File: src/rtl/cpu_datapath_if.sv
// Control word and observation bundle between the CPU control unit and the datapath.
// Latency: none (wires only).
// Backpressure: none; the control word is applied every cycle.
interface cpu_datapath_if #(
  parameter int WIDTH = 8
);
  // control word and external data (control unit -> datapath)
  logic [WIDTH-1:0] Din;
  logic             Entern;
  logic             Gout;
  logic             Rout0, Rout1, Rout2, Rout3;
  logic             Rin0, Rin1, Rin2, Rin3;
  logic             Ain;
  logic             Gin;
  logic             AddSub;
  logic             clr_conflict;

  // observation (datapath -> control unit / debug)
  logic [WIDTH-1:0] bus;
  logic [WIDTH-1:0] r0, r1, r2, r3;
  logic [WIDTH-1:0] a_q, g_q;
  logic             cout;
  logic             bus_conflict;

  // control unit side
  modport master (
    output Din, Entern, Gout, Rout0, Rout1, Rout2, Rout3,
           Rin0, Rin1, Rin2, Rin3, Ain, Gin, AddSub, clr_conflict,
    input  bus, r0, r1, r2, r3, a_q, g_q, cout, bus_conflict
  );

  // datapath side
  modport slave (
    input  Din, Entern, Gout, Rout0, Rout1, Rout2, Rout3,
           Rin0, Rin1, Rin2, Rin3, Ain, Gin, AddSub, clr_conflict,
    output bus, r0, r1, r2, r3, a_q, g_q, cout, bus_conflict
  );
endinterface

File: src/rtl/cpu_datapath.sv
// Executes one register-transfer control word per cycle: bus mux, R0-R3, A, G, add/sub ALU.
// Latency: bus is combinational; register/flag updates visible one cycle after the enabling edge.
// Backpressure: none; every control word, legal or not, is executed deterministically.
module cpu_datapath #(
  parameter int WIDTH = 8
) (
  input logic         clk,
  input logic         reset,
  cpu_datapath_if.slave dp
);

  // storage
  logic [WIDTH-1:0] r_q [4];
  logic [WIDTH-1:0] r_d [4];
  logic [WIDTH-1:0] a_reg_q, a_reg_d;
  logic [WIDTH-1:0] g_reg_q, g_reg_d;
  logic             cout_q, cout_d;
  logic             conflict_q, conflict_d;

  // combinational datapath nets
  logic [3:0]       rout;
  logic [3:0]       rin;
  logic [WIDTH-1:0] bus_w;
  logic [2:0]       src_cnt;
  logic             multi_src;
  logic [WIDTH:0]   add_w;
  logic [WIDTH:0]   sub_w;

  assign rout = {dp.Rout3, dp.Rout2, dp.Rout1, dp.Rout0};
  assign rin  = {dp.Rin3,  dp.Rin2,  dp.Rin1,  dp.Rin0};

  // Bus source select, fixed priority Din > G > R0 > R1 > R2 > R3, idle bus reads zero.
  always_comb begin
    bus_w = '0;
    if (dp.Entern)     bus_w = dp.Din;
    else if (dp.Gout)  bus_w = g_reg_q;
    else if (rout[0])  bus_w = r_q[0];
    else if (rout[1])  bus_w = r_q[1];
    else if (rout[2])  bus_w = r_q[2];
    else if (rout[3])  bus_w = r_q[3];
  end

  // Count enabled bus drivers; more than one is a control-word error worth flagging.
  always_comb begin
    src_cnt = 3'(dp.Entern) + 3'(dp.Gout) + 3'(rout[0]) + 3'(rout[1])
            + 3'(rout[2]) + 3'(rout[3]);
    multi_src = (src_cnt > 3'd1);
  end

  // ALU on the pre-edge A and current bus. The extra top bit of the sum is the carry;
  // for the difference it goes high exactly when A < bus, which is the unsigned borrow.
  always_comb begin
    add_w = {1'b0, a_reg_q} + {1'b0, bus_w};
    sub_w = {1'b0, a_reg_q} - {1'b0, bus_w};
  end

  // Next-state: every storage element defaults to hold, enables pick the bus or ALU value.
  always_comb begin
    for (int i = 0; i < 4; i++) begin
      r_d[i] = rin[i] ? bus_w : r_q[i];
    end
    a_reg_d = dp.Ain ? bus_w : a_reg_q;

    g_reg_d = g_reg_q;
    cout_d  = cout_q;
    if (dp.Gin) begin
      if (dp.AddSub) begin
        g_reg_d = add_w[WIDTH-1:0];
        cout_d  = add_w[WIDTH];
      end else begin
        g_reg_d = sub_w[WIDTH-1:0];
        cout_d  = sub_w[WIDTH];
      end
    end

    // a fresh conflict outranks a clear request in the same cycle
    conflict_d = conflict_q;
    if (multi_src)            conflict_d = 1'b1;
    else if (dp.clr_conflict) conflict_d = 1'b0;
  end

  // State registers with asynchronous active-high reset.
  always_ff @(posedge clk or posedge reset) begin
    if (reset) begin
      for (int i = 0; i < 4; i++) begin
        r_q[i] <= '0;
      end
      a_reg_q    <= '0;
      g_reg_q    <= '0;
      cout_q     <= 1'b0;
      conflict_q <= 1'b0;
    end else begin
      for (int i = 0; i < 4; i++) begin
        r_q[i] <= r_d[i];
      end
      a_reg_q    <= a_reg_d;
      g_reg_q    <= g_reg_d;
      cout_q     <= cout_d;
      conflict_q <= conflict_d;
    end
  end

  assign dp.bus          = bus_w;
  assign dp.r0           = r_q[0];
  assign dp.r1           = r_q[1];
  assign dp.r2           = r_q[2];
  assign dp.r3           = r_q[3];
  assign dp.a_q          = a_reg_q;
  assign dp.g_q          = g_reg_q;
  assign dp.cout         = cout_q;
  assign dp.bus_conflict = conflict_q;

endmodule

File: src/flat_wrapper.sv
// flat-port wrapper written by rule: the top's interface ports become plain ports
module cpu_datapath_flat 
#(
  parameter int WIDTH = 8
)
  (clk, reset, dp_Din, dp_Entern, dp_Gout, dp_Rout0, dp_Rout1, dp_Rout2, dp_Rout3, dp_Rin0, dp_Rin1, dp_Rin2, dp_Rin3, dp_Ain, dp_Gin, dp_AddSub, dp_clr_conflict, dp_bus, dp_r0, dp_r1, dp_r2, dp_r3, dp_a_q, dp_g_q, dp_cout, dp_bus_conflict);
  cpu_datapath_if #(.WIDTH(WIDTH)) dp_i ();
  input logic clk;
  input logic reset;
  input wire logic [$bits(dp_i.Din)-1:0] dp_Din;
  input wire logic [$bits(dp_i.Entern)-1:0] dp_Entern;
  input wire logic [$bits(dp_i.Gout)-1:0] dp_Gout;
  input wire logic [$bits(dp_i.Rout0)-1:0] dp_Rout0;
  input wire logic [$bits(dp_i.Rout1)-1:0] dp_Rout1;
  input wire logic [$bits(dp_i.Rout2)-1:0] dp_Rout2;
  input wire logic [$bits(dp_i.Rout3)-1:0] dp_Rout3;
  input wire logic [$bits(dp_i.Rin0)-1:0] dp_Rin0;
  input wire logic [$bits(dp_i.Rin1)-1:0] dp_Rin1;
  input wire logic [$bits(dp_i.Rin2)-1:0] dp_Rin2;
  input wire logic [$bits(dp_i.Rin3)-1:0] dp_Rin3;
  input wire logic [$bits(dp_i.Ain)-1:0] dp_Ain;
  input wire logic [$bits(dp_i.Gin)-1:0] dp_Gin;
  input wire logic [$bits(dp_i.AddSub)-1:0] dp_AddSub;
  input wire logic [$bits(dp_i.clr_conflict)-1:0] dp_clr_conflict;
  output wire logic [$bits(dp_i.bus)-1:0] dp_bus;
  output wire logic [$bits(dp_i.r0)-1:0] dp_r0;
  output wire logic [$bits(dp_i.r1)-1:0] dp_r1;
  output wire logic [$bits(dp_i.r2)-1:0] dp_r2;
  output wire logic [$bits(dp_i.r3)-1:0] dp_r3;
  output wire logic [$bits(dp_i.a_q)-1:0] dp_a_q;
  output wire logic [$bits(dp_i.g_q)-1:0] dp_g_q;
  output wire logic [$bits(dp_i.cout)-1:0] dp_cout;
  output wire logic [$bits(dp_i.bus_conflict)-1:0] dp_bus_conflict;
  assign dp_i.Din = dp_Din;
  assign dp_i.Entern = dp_Entern;
  assign dp_i.Gout = dp_Gout;
  assign dp_i.Rout0 = dp_Rout0;
  assign dp_i.Rout1 = dp_Rout1;
  assign dp_i.Rout2 = dp_Rout2;
  assign dp_i.Rout3 = dp_Rout3;
  assign dp_i.Rin0 = dp_Rin0;
  assign dp_i.Rin1 = dp_Rin1;
  assign dp_i.Rin2 = dp_Rin2;
  assign dp_i.Rin3 = dp_Rin3;
  assign dp_i.Ain = dp_Ain;
  assign dp_i.Gin = dp_Gin;
  assign dp_i.AddSub = dp_AddSub;
  assign dp_i.clr_conflict = dp_clr_conflict;
  assign dp_bus = dp_i.bus;
  assign dp_r0 = dp_i.r0;
  assign dp_r1 = dp_i.r1;
  assign dp_r2 = dp_i.r2;
  assign dp_r3 = dp_i.r3;
  assign dp_a_q = dp_i.a_q;
  assign dp_g_q = dp_i.g_q;
  assign dp_cout = dp_i.cout;
  assign dp_bus_conflict = dp_i.bus_conflict;
  cpu_datapath #(.WIDTH(WIDTH)) u_core (.clk(clk), .reset(reset), .dp(dp_i));
endmodule
File: config.mk
export PLATFORM = sky130hd
export DESIGN_NAME = cpu_datapath_flat
export DESIGN_NICKNAME = d
export VERILOG_FILES = /design/src/rtl/cpu_datapath_if.sv /design/src/rtl/cpu_datapath.sv /design/src/flat_wrapper.sv
export SDC_FILE = /design/constraint.sdc
export NUM_CORES = 1
export LEC_CHECK = 0
export CORE_MARGIN = 5
export CORE_UTILIZATION = 30
export CTS_BUF_LIST = sky130_fd_sc_hd__clkbuf_2
export DETAILED_ROUTE_END_ITERATION = 6
export GPL_ROUTABILITY_DRIVEN = 0
export PLACE_DENSITY_LB_ADDON = 0.2
export SETUP_SLACK_MARGIN = 0.5
export SYNTH_ARGS = -nofsm -noshare
export SYNTH_HDL_FRONTEND = slang
export SYNTH_SLANG_ARGS = --single-unit
File: constraint.sdc
create_clock -name clk -period 3.18 [get_ports clk]
set_input_delay 0.636 -clock clk [delete_from_list [all_inputs] [get_ports clk]]
set_output_delay 0.636 -clock clk [all_outputs]
set_load 0.01 [all_outputs]
Fig. 1: run 1, track usage over the die
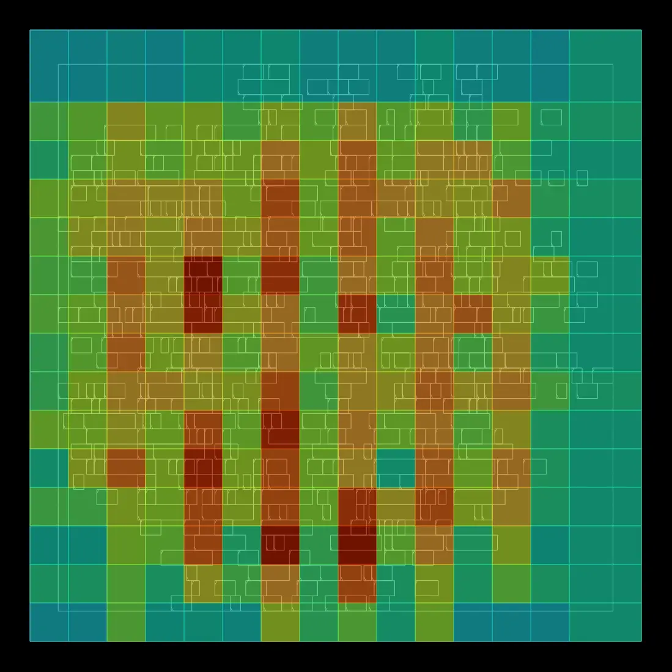
final design utilization: 0.476
Overall Global Routing Usage: 0.162
met3 global-route usage: 0.0346
routed length per placed instance: 15.4 um

Fig. 2: run 1, cells by drive strength
Drawn at 3 px/um.
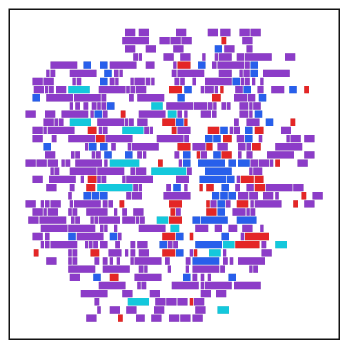
legend:
  red:
    size: x2
    cells: 50
  cyan:
    size: x6 and larger
    cells: 15
  purple:
    size: x1 and smaller
    cells: 344
  blue:
    size: x3 and x4
    cells: 63
Final Instance Area: 4640 um2
growth of design area from synthesis to finish: 56.1%
non-clock buffer instance count of the final layout: 145

Fig. 3: run 1, placed cells, one colour a class
Drawn at 3 px/um. Fill, decap, tap and diode cells in grey.
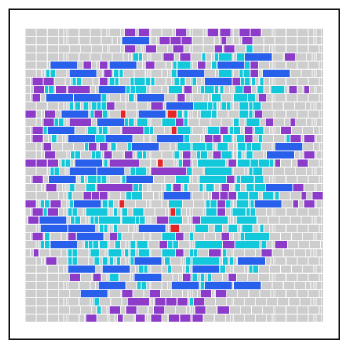
legend:
  purple:
    class: remaining buffers and delay cells
    cells: 145
    share_of_their_area: 31%
  blue:
    class: registers
    cells: 50
    share_of_their_area: 28%
  cyan:
    class: remaining logic cells
    cells: 270
    share_of_their_area: 40%
  red:
    class: clock drivers and dummy loads
    cells: 7
    share_of_their_area: 0.95%
placeable core region: 9730 um2
site row count: 36

Fig. 4: run 1, signal wires on met3
Drawn at 4 px/um.
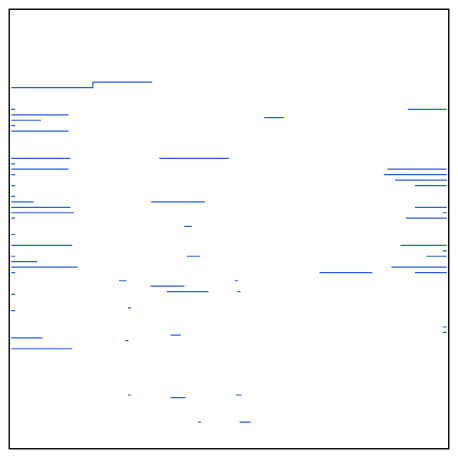
wire length on this layer: 404 um
share of all routed wire: 4.3%
main direction: horizontal
nets with wire on the layer: 53
total via count in the routed design: 2884
overall routed net length: 9300 um

==> run 1: timing repair <==
item                                    in CTS  in global routing
endpoints found under the setup margin      17                 13
hold buffers                                 0                  0
setup buffers                               11                  7
cloned                                       3                  0
resized                                     63                 21
pin swaps                                   20                 11
hold endpoints to repair                     0                  0
==> run 1: flip-flops by register name (all words and copies together), names as in the netlist <==
register                count
u_core.dp.g_q               8
u_core.dp.bus_conflict      1
u_core.dp.cout              1
u_core.dp.r1                8
u_core.dp.r3                8
u_core.dp.r2                8
u_core.dp.r0                8
u_core.dp.a_q               8
==> run 1: power groups by stage <==
stage,clock (mW),combinational [mW],sequential [mW]
6_report,0.279,1.20,0.868
5_1_grt,0.318,1.32,0.885
4_1_cts,0.297,1.16,0.869
3_5_place_dp,0,1.10,0.885
3_3_place_gp,0,1.09,0.885
2_1_floorplan,0,0.523,0.914
==> run 1: final cells by class <==
class,count,area [um2]
Clock buffer,5,25.0
Clock inverter,2,17.5
Fill cell,946,5090
Inverter,37,139
Multi-Input combinational cell,233,1660
Sequential cell,50,1250
Tap cell,133,166
Timing Repair Buffer,145,1380
==> run 1: metal layers <==
layer / share of wire / vias up / track usage
li1: - / 1435 / -
met1: 0.46 / 1370 / 0.222
met2: 0.47 / 65 / 0.255
met3: 0.043 / 14 / 0.0346
met4: 0.023 / 0 / 0.0516
met5: 0 / - / 0
==> run 1: kinds of logic after synthesis <==
group           count (synthesis)  synth area share
fa+ha+maj                      23             0.107
simple gates                   79             0.115
flops                          50             0.421
compound gates                123             0.247
mux                             4            0.0135
xor+xnor                        4            0.0118
buf+inv                        63            0.0847
==> run 1: stage by stage <==
stage | cells | area (um2)
after floorplan | 346 | 3140
after global placement | 577 | 4320
after detailed placement | 577 | 4320
after CTS | 598 | 4550
after global routing | 605 | 4640
final | 605 | 4640
==> run notes, run 1 <==
Implementation summary

The leakage power in the latest report is 2.11 nW. In the final report, the number of endpoints failing setup comes to 0. The count of port buffers added during placement is between 80 and 90.

The global-route congestion overflow total is 0. According to the Yosys statistics, the synthesized design has a chip area of approximately 3000 um2. The detailed-router iteration count before antenna repair is 6. The wire length of the first global-routing pass is ~15000 um.

The initial utilization of the core area, before any placement, comes to 0.305. The number of flip-flops and latches in the synthesized netlist is approximately 50. The number of global-route vias before repair is 2974. Along the worst path, the maximum fanout reaches 9. The worst setup path is launched from an input pin. Yosys stat counts 346 cells in the synthesized netlist.

On the critical path the largest part of the delay comes from AND-OR/OR-AND gates. The tightest hold margin is 0.530 ns. The number of flops mapped to enable cells by yosys is 0. The full die area is 12000 um2. In this run the critical path is formed by buf_4, buf_12, a21oi_1, o21ai_1, a221o_1, a22oi_2, inv_2, ha_4, and3_1, a221o_1, o21a_1, or3_1, a31o_2. The count of antenna-violating nets left after detailed routing is 0. Per the final timing report, the hold violations number 0. The critical path required time is 3.52 ns. The worst path buffer plus inverter count is 3. The share of total power dissipated in sequential elements is 0.370. The run finished with clean final reports.

The clock sink total is 50. The maximum operating frequency is 346 MHz. The power report attributes to the combinational group a share of 0.512. The async set or reset register ratio after synthesis is 1.00. The total power of the final layout is 2.35 mW.

The sum of net half-perimeters after detailed placement is approximately 7000 um. The number of antenna violations at the first check in global routing is 0. The clock group share of total power is 0.119. The internal power summed over all cells is 1.46 mW. After detailed routing, the number of remaining DRC violations is 0. The number of nets in the layout is 519. TritonCTS built the clock tree.

Once routing completed, OpenROAD measured the worst setup slack at 0.292 ns. STA lists the endpoint of the worst register-to-register path as u_core.dp.g_q[5]. The synthesis warning total is 0. Of the synthesized area, sequential elements account for 0.421.

Sorting the synthesized cells by how often they occur yields sky130_fd_sc_hd__a21oi_1 (74), sky130_fd_sc_hd__nor2_1 (51), sky130_fd_sc_hd__dfrtp_1 (50). The antenna diode instance count is 0. In the layout the commonest cells are sky130_fd_sc_hd__a21oi_1 (67), sky130_fd_sc_hd__clkdlybuf4s50_1 (67), sky130_fd_sc_hd__buf_4 (55).

The power density over cell area is 507 nW/um2. The area fraction of the largest cell type after synthesis is 0.421. IR analysis of the VDD net gives a maximum drop of 207 uV. The switching share of total power is 0.377. The highest-delay cell along the critical path is sky130_fd_sc_hd__or3_1. The horizontal extent of the die is 110 um. The number of cells on the critical path is 13. The number of DRC markers in iteration 0 is 82. Per the final report, max-transition violations number 0. The root buffer selected by CTS is sky130_fd_sc_hd__clkbuf_2.

The per-instance average area after synthesis is 8.58 um2. Sorting the synthesis cell report by count puts at the top sky130_fd_sc_hd__a21oi_1. After routing, the total negative slack on setup checks comes to 0 ns.

The relative max-transition margin is 0.534. Yosys attributes the largest share of cell area to sky130_fd_sc_hd__dfrtp_1 (42%), sky130_fd_sc_hd__a21oi_1 (12%), sky130_fd_sc_hd__ha_1 (8.0%). Setup repair after global routing could not meet its margin everywhere.

The cell seen most often among critical-path stages is sky130_fd_sc_hd__a221o_1. The worst register-to-register path has a setup slack of 0.31 ns. The class of the worst hold path is in2async. The critical path class is in2reg. The transition at the pin with the smallest max-transition slack is 0.697 ns. Per the run summary, max-cap violations total 0. The delay of the slowest cell on the worst path is 0.34 ns. Looking at the cell usage after synthesis, the top flip-flop cell is sky130_fd_sc_hd__dfrtp_1.

The launching element of the worst setup path is dp_Rout2. The number of cells produced by synthesis is 346. Subtracting the final worst setup slack from the clock period gives 2.89 ns. The capturing instance or port of the critical path is u_core.dp.g_q[5]. The setup clock skew after layout is 0.0270 ns. In this run the critical register-to-register path is launched from u_core.dp.r2[1].

The detailed-route vias per instance is 4.77. The total standard cell area after synthesis is 2970 um2. The total CTS buffers is 5. The maximum level of the CTS H-tree is 2. The share of final-layout standard cells stronger than drive strength 1 is 0.271. The setup slack at placement is -0.533 ns.

The number of cells on the worst reg-to-reg path is 11. The post-synth net total is 393. The total number of warnings across the stage logs is 38.

The net switching component of the power is 0.884 mW. The registers of the reported paths see a clock transition of 0.29 ns. The clock reaches the later pin of the worst-skew pair after 0.43 ns. The maximum number of buffers from clock root to sink is 2.

The portion of the clock cycle consumed by the worst path in the final layout is 0.908. The largest total area in the synthesized netlist belongs to sky130_fd_sc_hd__dfrtp_1. The synthesized netlist contains 40 unique library cells. The arrival time of data at the worst endpoint is listed as 3.23 ns. Entering global routing, the biggest net connects 27 pins. Pin placement for this block handled between 80 and 90 I/O pins. From bottom edge to top edge, the die measures between 100 and 150 um. The endpoint class of the critical path is a flip-flop.
==> run 2: changes to the inputs <==
--- a/config.mk
+++ b/config.mk
@@ -6,7 +6,7 @@
 export NUM_CORES = 1
 export LEC_CHECK = 0
 export CORE_MARGIN = 5
-export CORE_UTILIZATION = 30
+export CORE_UTILIZATION = 40
 export CTS_BUF_LIST = sky130_fd_sc_hd__clkbuf_2
 export DETAILED_ROUTE_END_ITERATION = 6
 export GPL_ROUTABILITY_DRIVEN = 0
==> run 2 against run 1 <==
Combinational power increased by 4%. Non-clock buffer count increased by 8. Largest power group unchanged. Clock skew increased by 0.0082 ns. Critical endpoint unchanged. Flip-flop count unchanged. Critical path depth decreased by 2. Sequential share of layout area decreased by 0.39 points.
==> run notes, run 2 <==
Implementation summary

The TritonCTS clock tree is done (unchanged). The critical path required time is 3.59 ns (was 3.52 ns). The total CTS buffers is 5 (unchanged). The detailed-router iteration count before antenna repair is 4 (was 6).

The count of instantiated cells in the yosys netlist came to 346 (unchanged). Main area contributors after synthesis: sky130_fd_sc_hd__dfrtp_1 (42%), sky130_fd_sc_hd__a21oi_1 (12%), sky130_fd_sc_hd__ha_1 (8.0%) (unchanged). The total power of the final layout is 2.41 mW (was 2.35 mW). The number of hold-slack violations in the final timing report came to 0 (unchanged). The via count of the routed design is 2967 (was 2884). The post-synthesis to final-layout area growth came to 58.3% (was 56.1%). The vertical die dimension is 96.2 um (was 110 um).

The internal power summed over all cells came to 1.50 mW (was 1.46 mW). The maximum fanout along the worst path is 4 (was 9). RSZ-0062 raised after global routing: yes (unchanged). The antenna diode instance count was 0 (unchanged).

The net switching component of the power is 0.913 mW (was 0.884 mW). The signal arrival time at the worst endpoint is 3.26 ns (was 3.23 ns). The relative max-transition margin is 0.525 (was 0.534).

The most used flip-flop cell is sky130_fd_sc_hd__dfrtp_1 (unchanged). The number of cells upsized or downsized after cts is 75 (was 63). The number of antenna violations at the first check in global routing came to 0 (unchanged). The share of Yosys cell area claimed by the top area cell type was 0.421 (unchanged). The delay of the slowest cell on the worst path is 0.45 ns (was 0.34 ns). The endpoint class of the critical path is a flip-flop (unchanged). The cell type with the largest total area was sky130_fd_sc_hd__dfrtp_1 (unchanged). The fill cell instance count of the final layout is 600 (was 946). The count of port buffers added during placement is 81 (unchanged). The cell seen most often among critical-path stages is sky130_fd_sc_hd__a221o_1 (unchanged). The clock group share of total power is 0.126 (was 0.119). The clock-pin slew on the worst setup and hold paths is 0.32 ns (was 0.29 ns).

The met3 wire length is 567 um (was 403 um). The root buffer selected by CTS is sky130_fd_sc_hd__clkbuf_2 (unchanged). The global routing usage summed across all routing layers is 0.203 (was 0.162). The maximum number of pins on one net before global-route repair came to 31 (was 27). The maximum level of the CTS H-tree is 2 (unchanged). The number of global-route vias before repair is 2995 (was 2974). Result of the run: finished, final reports clean (unchanged).

The synthesis warning total is 0 (unchanged). The setup slack after layout is 0.334 ns (was 0.292 ns). The detailed-route vias per instance is 5.12 (was 4.77).

The most utilized layer in the global route result was met2 (unchanged). The area figure in the yosys stat output is 2970 um2 (unchanged). The power density over cell area is 513 nW/um2 (was 507 nW/um2). The setup clock skew after layout is 0.0352 ns (was 0.0270 ns).

The count of antenna-violating nets left after detailed routing is 0 (unchanged). The met1 track utilization from global routing is 0.266 (was 0.222). Cell Chain, Critical Path: a21oi_1, o21ai_1, a221o_1, a22oi_2, inv_2, ha_4, and3_4, a221o_1, o21a_1, or3_1, a31o_2 (was buf_4, buf_12, a21oi_1, o21ai_1, a221o_1, a22oi_2, inv_2, ha_4, and3_1, a221o_1, o21a_1, or3_1, a31o_2). The I/O pin total is 82 (unchanged). The remaining routing DRC violations was 0 (unchanged). The maximum operating frequency is 351 MHz (was 346 MHz).

The share of the yosys chip area belonging to registers came to 0.421 (unchanged). The horizontal extent of the die is 96.2 um (was 110 um). The worst path buffer plus inverter count is 1 (was 3). The share of final-layout standard cells stronger than drive strength 1 is 0.293 (was 0.271). The number of nets in the layout is 527 (was 519). The critical path class is reg2reg (was in2reg).

The total met2 wirelength after detailed routing is 4480 um (was 4390 um). The starting utilization of the core area is 0.410 (was 0.305). The total placed instance area was 4260 um2 (was 4320 um2). The count of placed standard cells in the final layout, fillers left out is 580 (was 605). The area taken by flip-flops and latches is 1250 um2 (unchanged). The highest metal layer used by the detailed router is met4 (unchanged). The post-synth net total is 393 (unchanged). The per-instance average area after synthesis is 8.58 um2 (unchanged).

The leakage component of the power is 2.15 nW (was 2.11 nW). The share of power burned in registers is 0.358 (was 0.370). The setup slack at placement came to -0.510 ns (was -0.533 ns).
-- run 2: cell counts after synthesis --
No cell type changed its count.
-- run 2: layout make-up --
class,instances,area share
inverters,37,0.0295
clock inverters,3,0.00585
flip-flops and latches,50,0.266
repair buffers,153,0.308
well taps,99,0.0263
clock buffers,5,0.00532
multi-input cells,233,0.359
-- run 2: power by group through the flow --
stage / clock (mW) / combinational [mW] / sequential, mW
final: 0.303 / 1.25 / 0.865
after global routing: 0.340 / 1.37 / 0.880
after CTS: 0.311 / 1.16 / 0.865
after detailed placement: 0 / 1.09 / 0.880
after global placement: 0 / 1.06 / 0.880
after floorplan: 0 / 0.523 / 0.914
-- run 2: logic make-up (layout without fill, tap and decap cells) --
kind of cell               after synthesis  in the layout  synth area share
buffers and inverters                   63            198            0.0847
and+or+nand+nor                         79             79             0.115
DFF                                     50             50             0.421
muxes                                    4              4            0.0135
adders and majority gates               23             23             0.107
AOI/OAI and AO/OA                      123            123             0.247
xor gates and xnor gates                 4              4            0.0118
-- run 2: path summary, 6_finish.rpt --
check                                       start                endpoint  slack, ns  cells past startpoint
setup / recovery                  u_core.dp.r2[4]        u_core.dp.g_q[5]       0.33                     11
hold / removal                              reset        u_core.dp.a_q[3]       0.52                      2
setup reg to reg                  u_core.dp.r2[4]        u_core.dp.g_q[5]       0.33                     11
hold reg to reg            u_core.dp.bus_conflict  u_core.dp.bus_conflict       0.57                      2
max in group asynchronous                   reset         u_core.dp.r1[3]       2.02                      3
min in group clk           u_core.dp.bus_conflict  u_core.dp.bus_conflict       0.57                      2
-- run 2: worst reg2reg max path, delay by kind of cell, from the launching register on --
kind,cells,cell delay [ns]
flops,1,0.45
fa+ha+maj,1,0.23
simple gates,2,0.48
buf+inv,1,0.08
compound gates,7,1.57
Fig. 5: run 2, placed cells, one colour a class
Drawn at 4 px/um. Fill, decap, tap and diode cells in grey.
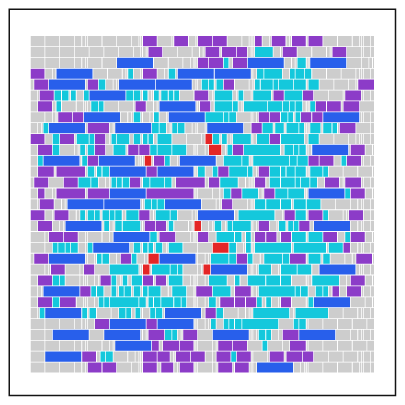
legend:
  cyan:
    class: remaining logic cells
    cells: 270
    share_of_their_area: 40%
  blue:
    class: registers
    cells: 50
    share_of_their_area: 27%
  red:
    class: clock drivers and dummy loads
    cells: 8
    share_of_their_area: 1.1%
  purple:
    class: remaining buffers and delay cells
    cells: 153
    share_of_their_area: 32%
site row count: 31
placeable core region: 7250 um2
Final Instance Area: 4700 um2
final design utilization: 0.648
sequential cell area share: 0.266

Fig. 6: run 2, track usage over the die
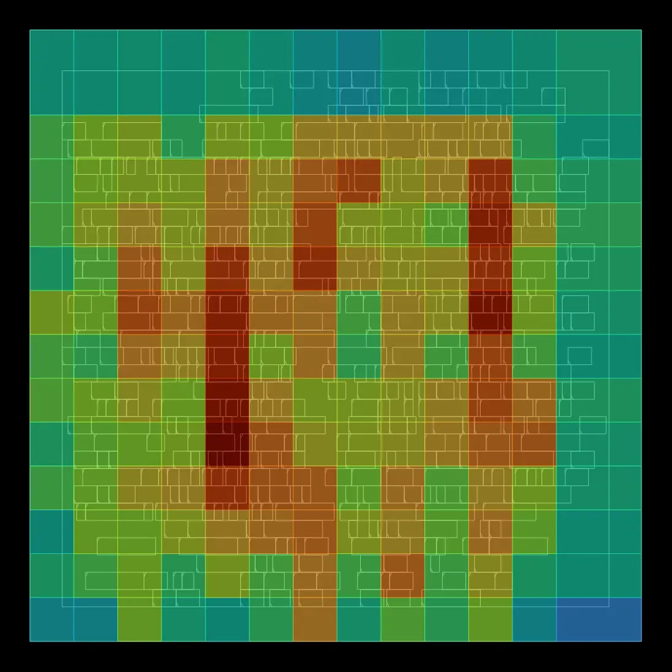
met3 global-route usage: 0.0461
met2 track demand over resource: 0.339
routed length per placed instance: 15.7 um

==> run 3: changes to the inputs <==
--- a/config.mk
+++ b/config.mk
@@ -10,6 +10,7 @@
 export CTS_BUF_LIST = sky130_fd_sc_hd__clkbuf_2
 export DETAILED_ROUTE_END_ITERATION = 6
 export GPL_ROUTABILITY_DRIVEN = 0
+export GPL_TIMING_DRIVEN = 0
 export PLACE_DENSITY_LB_ADDON = 0.2
 export SETUP_SLACK_MARGIN = 0.5
 export SYNTH_ARGS = -nofsm -noshare
==> run 3 against run 2 <==
First-iteration DRC count fell by 12%. Total power down 2.7%. Critical path depth rose by 1.
==> run notes, run 3 <==
Implementation summary

Result of the run: finished, final reports clean (unchanged). The async set or reset register ratio after synthesis is 1.00 (unchanged). The number of cells on the worst reg-to-reg path is 12 (was 11). The post-synthesis to final-layout area growth was 47.0% (was 58.3%). Commonest cells after routing, fill and taps aside: sky130_fd_sc_hd__a21oi_1 (68), sky130_fd_sc_hd__clkdlybuf4s50_1 (60), sky130_fd_sc_hd__nor2_1 (51) (was sky130_fd_sc_hd__clkdlybuf4s50_1 (67), sky130_fd_sc_hd__a21oi_1 (66), sky130_fd_sc_hd__buf_4 (56)). The beginning of the worst register-to-register path is u_core.dp.r2[3] (was u_core.dp.r2[4]). The internal power summed over all cells came to 1.48 mW (was 1.50 mW). The detailed-route vias per instance is 5.11 (was 5.12). The cell type with the largest total area is sky130_fd_sc_hd__dfrtp_1 (unchanged). The number of hold buffers added after CTS is 0 (unchanged). The number of global-route vias before repair came to 2958 (was 2995). The maximum number of buffers from clock root to sink is 2 (unchanged). The relative max-transition margin is 0.664 (was 0.525).

The setup TNS was 0 ns (unchanged). The detailed-route wire length per cell came to 16.0 um (was 15.7 um). The count of port buffers added during placement is 71 (was 81). The power consumed by the clock network came to 0.359 mW (was 0.303 mW). The root buffer selected by CTS was sky130_fd_sc_hd__clkbuf_2 (unchanged). The global-route congestion overflow total was 0 (unchanged).

The post-route minimum period was 2.97 ns (was 2.85 ns). The number of antenna violations at the first check in global routing came to 0 (unchanged). The total CTS buffers is 5 (unchanged). The transition at the pin with the smallest max-transition slack is 0.505 ns (was 0.711 ns). The row count is 31 (unchanged). The setup slack at placement is -1.02 ns (was -0.510 ns).

The total power of the final layout came to 2.35 mW (was 2.41 mW). The tightest hold margin came to 0.347 ns (was 0.517 ns). The most used flip-flop cell was sky130_fd_sc_hd__dfrtp_1 (unchanged).

The area fraction in xor and xnor cells is 0.0118 (unchanged). The critical path class is reg2reg (unchanged). The maximum level of the CTS H-tree is 2 (unchanged). The worst-case vdd ir drop is 241 uV (was 228 uV). The detailed-routing wirelength on met1 came to 3810 um (was 3970 um). The signal arrival time at the worst endpoint came to 3.38 ns (was 3.26 ns). The horizontal extent of the die came to 96.2 um (unchanged). The leakage component of the power is 1.96 nW (was 2.15 nW). The share of power burned in registers is 0.369 (was 0.358). The starting utilization of the core area was 0.410 (unchanged). The largest power group is combinational logic (unchanged). The maximum operating frequency was 336 MHz (was 351 MHz). RSZ-0062 raised after global routing: yes (unchanged).

The global routing usage summed across all routing layers is 0.200 (was 0.203). The setup slack after layout is 0.208 ns (was 0.334 ns). The synthesized-area fraction occupied by adder cells is 0.107 (unchanged). The total met2 wirelength after detailed routing is 4530 um (was 4480 um). The sum of net half-perimeters after detailed placement is 6660 um (was 6650 um). The number of setup violations in the final report is 0 (unchanged).

The count of antenna-violating nets left after detailed routing is 0 (unchanged). The and-or/or-and share of the synthesized area is 0.247 (unchanged). The launching element of the worst setup path is u_core.dp.r2[3] (was u_core.dp.r2[4]). The met1 track utilization from global routing came to 0.251 (was 0.266). The logic area is 1640 um2 (was 1690 um2). The count of instantiated cells in the yosys netlist is 346 (unchanged). The most utilized layer in the global route result is met2 (unchanged).

The highest metal layer used by the detailed router is met4 (unchanged). The full die area is 9250 um2 (unchanged). The number of DRC markers in iteration 0 was 106 (was 121).

The max-slew violation count is 0 (unchanged). The post-synth net total is 393 (unchanged). The total standard cell area after synthesis is 2970 um2 (unchanged). The endpoint class of the critical path is a flip-flop (unchanged). The maximum number of pins on one net before global-route repair is 44 (was 31). The combinational cell power is 1.12 mW (was 1.25 mW).

The sequential power is 0.866 mW (was 0.865 mW). The area taken by flip-flops and latches is 1250 um2 (unchanged). The switching share of total power is 0.370 (was 0.378).

The register-to-register path setup slack is 0.21 ns (was 0.33 ns). The share of final-layout standard cells stronger than drive strength 1 is 0.218 (was 0.293). The area of all placed cells without fillers was 4370 um2 (was 4700 um2). The simple logic cell fraction of the synthesized area is 0.115 (unchanged). The vertical die dimension is 96.2 um (unchanged). The total number of warnings across the stage logs is 38 (unchanged). The clock-pin slew on the worst setup and hold paths is 0.29 ns (was 0.32 ns). The core area is 7250 um2 (unchanged).

The number of max-cap violations came to 0 (unchanged). The per-instance average area after synthesis is 8.58 um2 (unchanged). The critical path required time is 3.59 ns (about the same). The clock sink total was 50 (unchanged). The final standard cell utilization of the core is 0.602 (was 0.648). Most common library cells after synthesis: sky130_fd_sc_hd__a21oi_1 (74), sky130_fd_sc_hd__nor2_1 (51), sky130_fd_sc_hd__dfrtp_1 (50) (unchanged).

The share of Yosys cell area claimed by the top area cell type came to 0.421 (unchanged). The number of flops mapped to enable cells by yosys was 0 (unchanged). The largest non-sequential cell family by area is AND-OR/OR-AND gates (unchanged). The number of cells produced by synthesis is 346 (unchanged).

The net switching component of the power is 0.868 mW (was 0.913 mW). The met3 wire length was 530 um (was 567 um). The detailed-router iteration count before antenna repair came to 4 (unchanged). The portion of the clock cycle consumed by the worst path in the final layout is 0.935 (was 0.895).

The synthesis warning total was 0 (unchanged).
[run 3: final cells by class]
| type | instances | area share |
|---|---|---|
| Inverter | 37 | 0.0318 |
| Tap cell | 99 | 0.0284 |
| Multi-Input combinational cell | 233 | 0.375 |
| Sequential cell | 50 | 0.287 |
| Clock inverter | 3 | 0.0100 |
| Clock buffer | 5 | 0.00573 |
| Buffer | 26 | 0.0447 |
| Timing Repair Buffer | 104 | 0.218 |
[run 3: final timing paths]
check | end
max reg2reg | u_core.dp.g_q[7]
min in group clk | u_core.dp.r3[2]
max | u_core.dp.g_q[7]
min reg2reg | u_core.dp.bus_conflict
max in group asynchronous | u_core.dp.g_q[3]
min | u_core.dp.a_q[4]
[run 3: kinds of logic after synthesis]
group           count (synthesis)
mux                             4
fa+ha+maj                      23
buf+inv                        63
xor+xnor                        4
compound gates                123
simple gates                   79
flops                          50
[run 3: worst max-delay path, cell delays in order (launching register included)]
cell and delay, ns:
sky130_fd_sc_hd__dfrtp_1 0.46, sky130_fd_sc_hd__a21oi_2 0.14, sky130_fd_sc_hd__o21ai_2 0.06, sky130_fd_sc_hd__a221o_1 0.31, sky130_fd_sc_hd__a22oi_2 0.23, sky130_fd_sc_hd__inv_2 0.09
sky130_fd_sc_hd__ha_4 0.24, sky130_fd_sc_hd__buf_6 0.11, sky130_fd_sc_hd__and3_4 0.16, sky130_fd_sc_hd__a221o_1 0.35, sky130_fd_sc_hd__and4_4 0.20, sky130_fd_sc_hd__or4_1 0.41
sky130_fd_sc_hd__a31oi_1 0.18
[run 3: timing repair]
action	CTS	global route
gates cloned	0	0
setup endpoints to repair	17	13
pin swaps	16	16
resized	34	19
buffers inserted	23	9
Fig. 7: run 3, signal wires on met3
Drawn at 4 px/um.
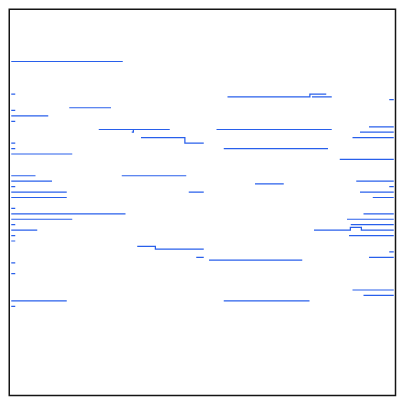
wire length on this layer: 530 um
nets with wire on the layer: 51
met3 global-route usage: 0.0399
total via count in the routed design: 2848
overall routed net length: 8930 um

Fig. 8: run 3, logic cells by family
Drawn at 4 px/um.
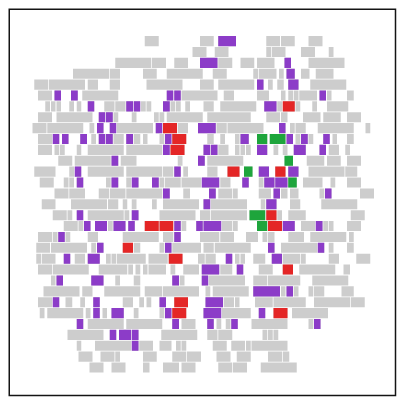
legend:
  purple:
    family: aoi and oai cells
    cells: 107
    most_used: a21oi_1
  green:
    family: and/or cells
    cells: 7
    most_used: or3_1
  red:
    family: non-inverting ao/oa cells
    cells: 16
    most_used: a221o_1
top logic cell by instance count in the layout: sky130_fd_sc_hd__a21oi_1
filler-free cell count of the finished design: 557
proportion of cell area occupied by multi-input gates: 0.375

Power and IR drop assume default switching activity.
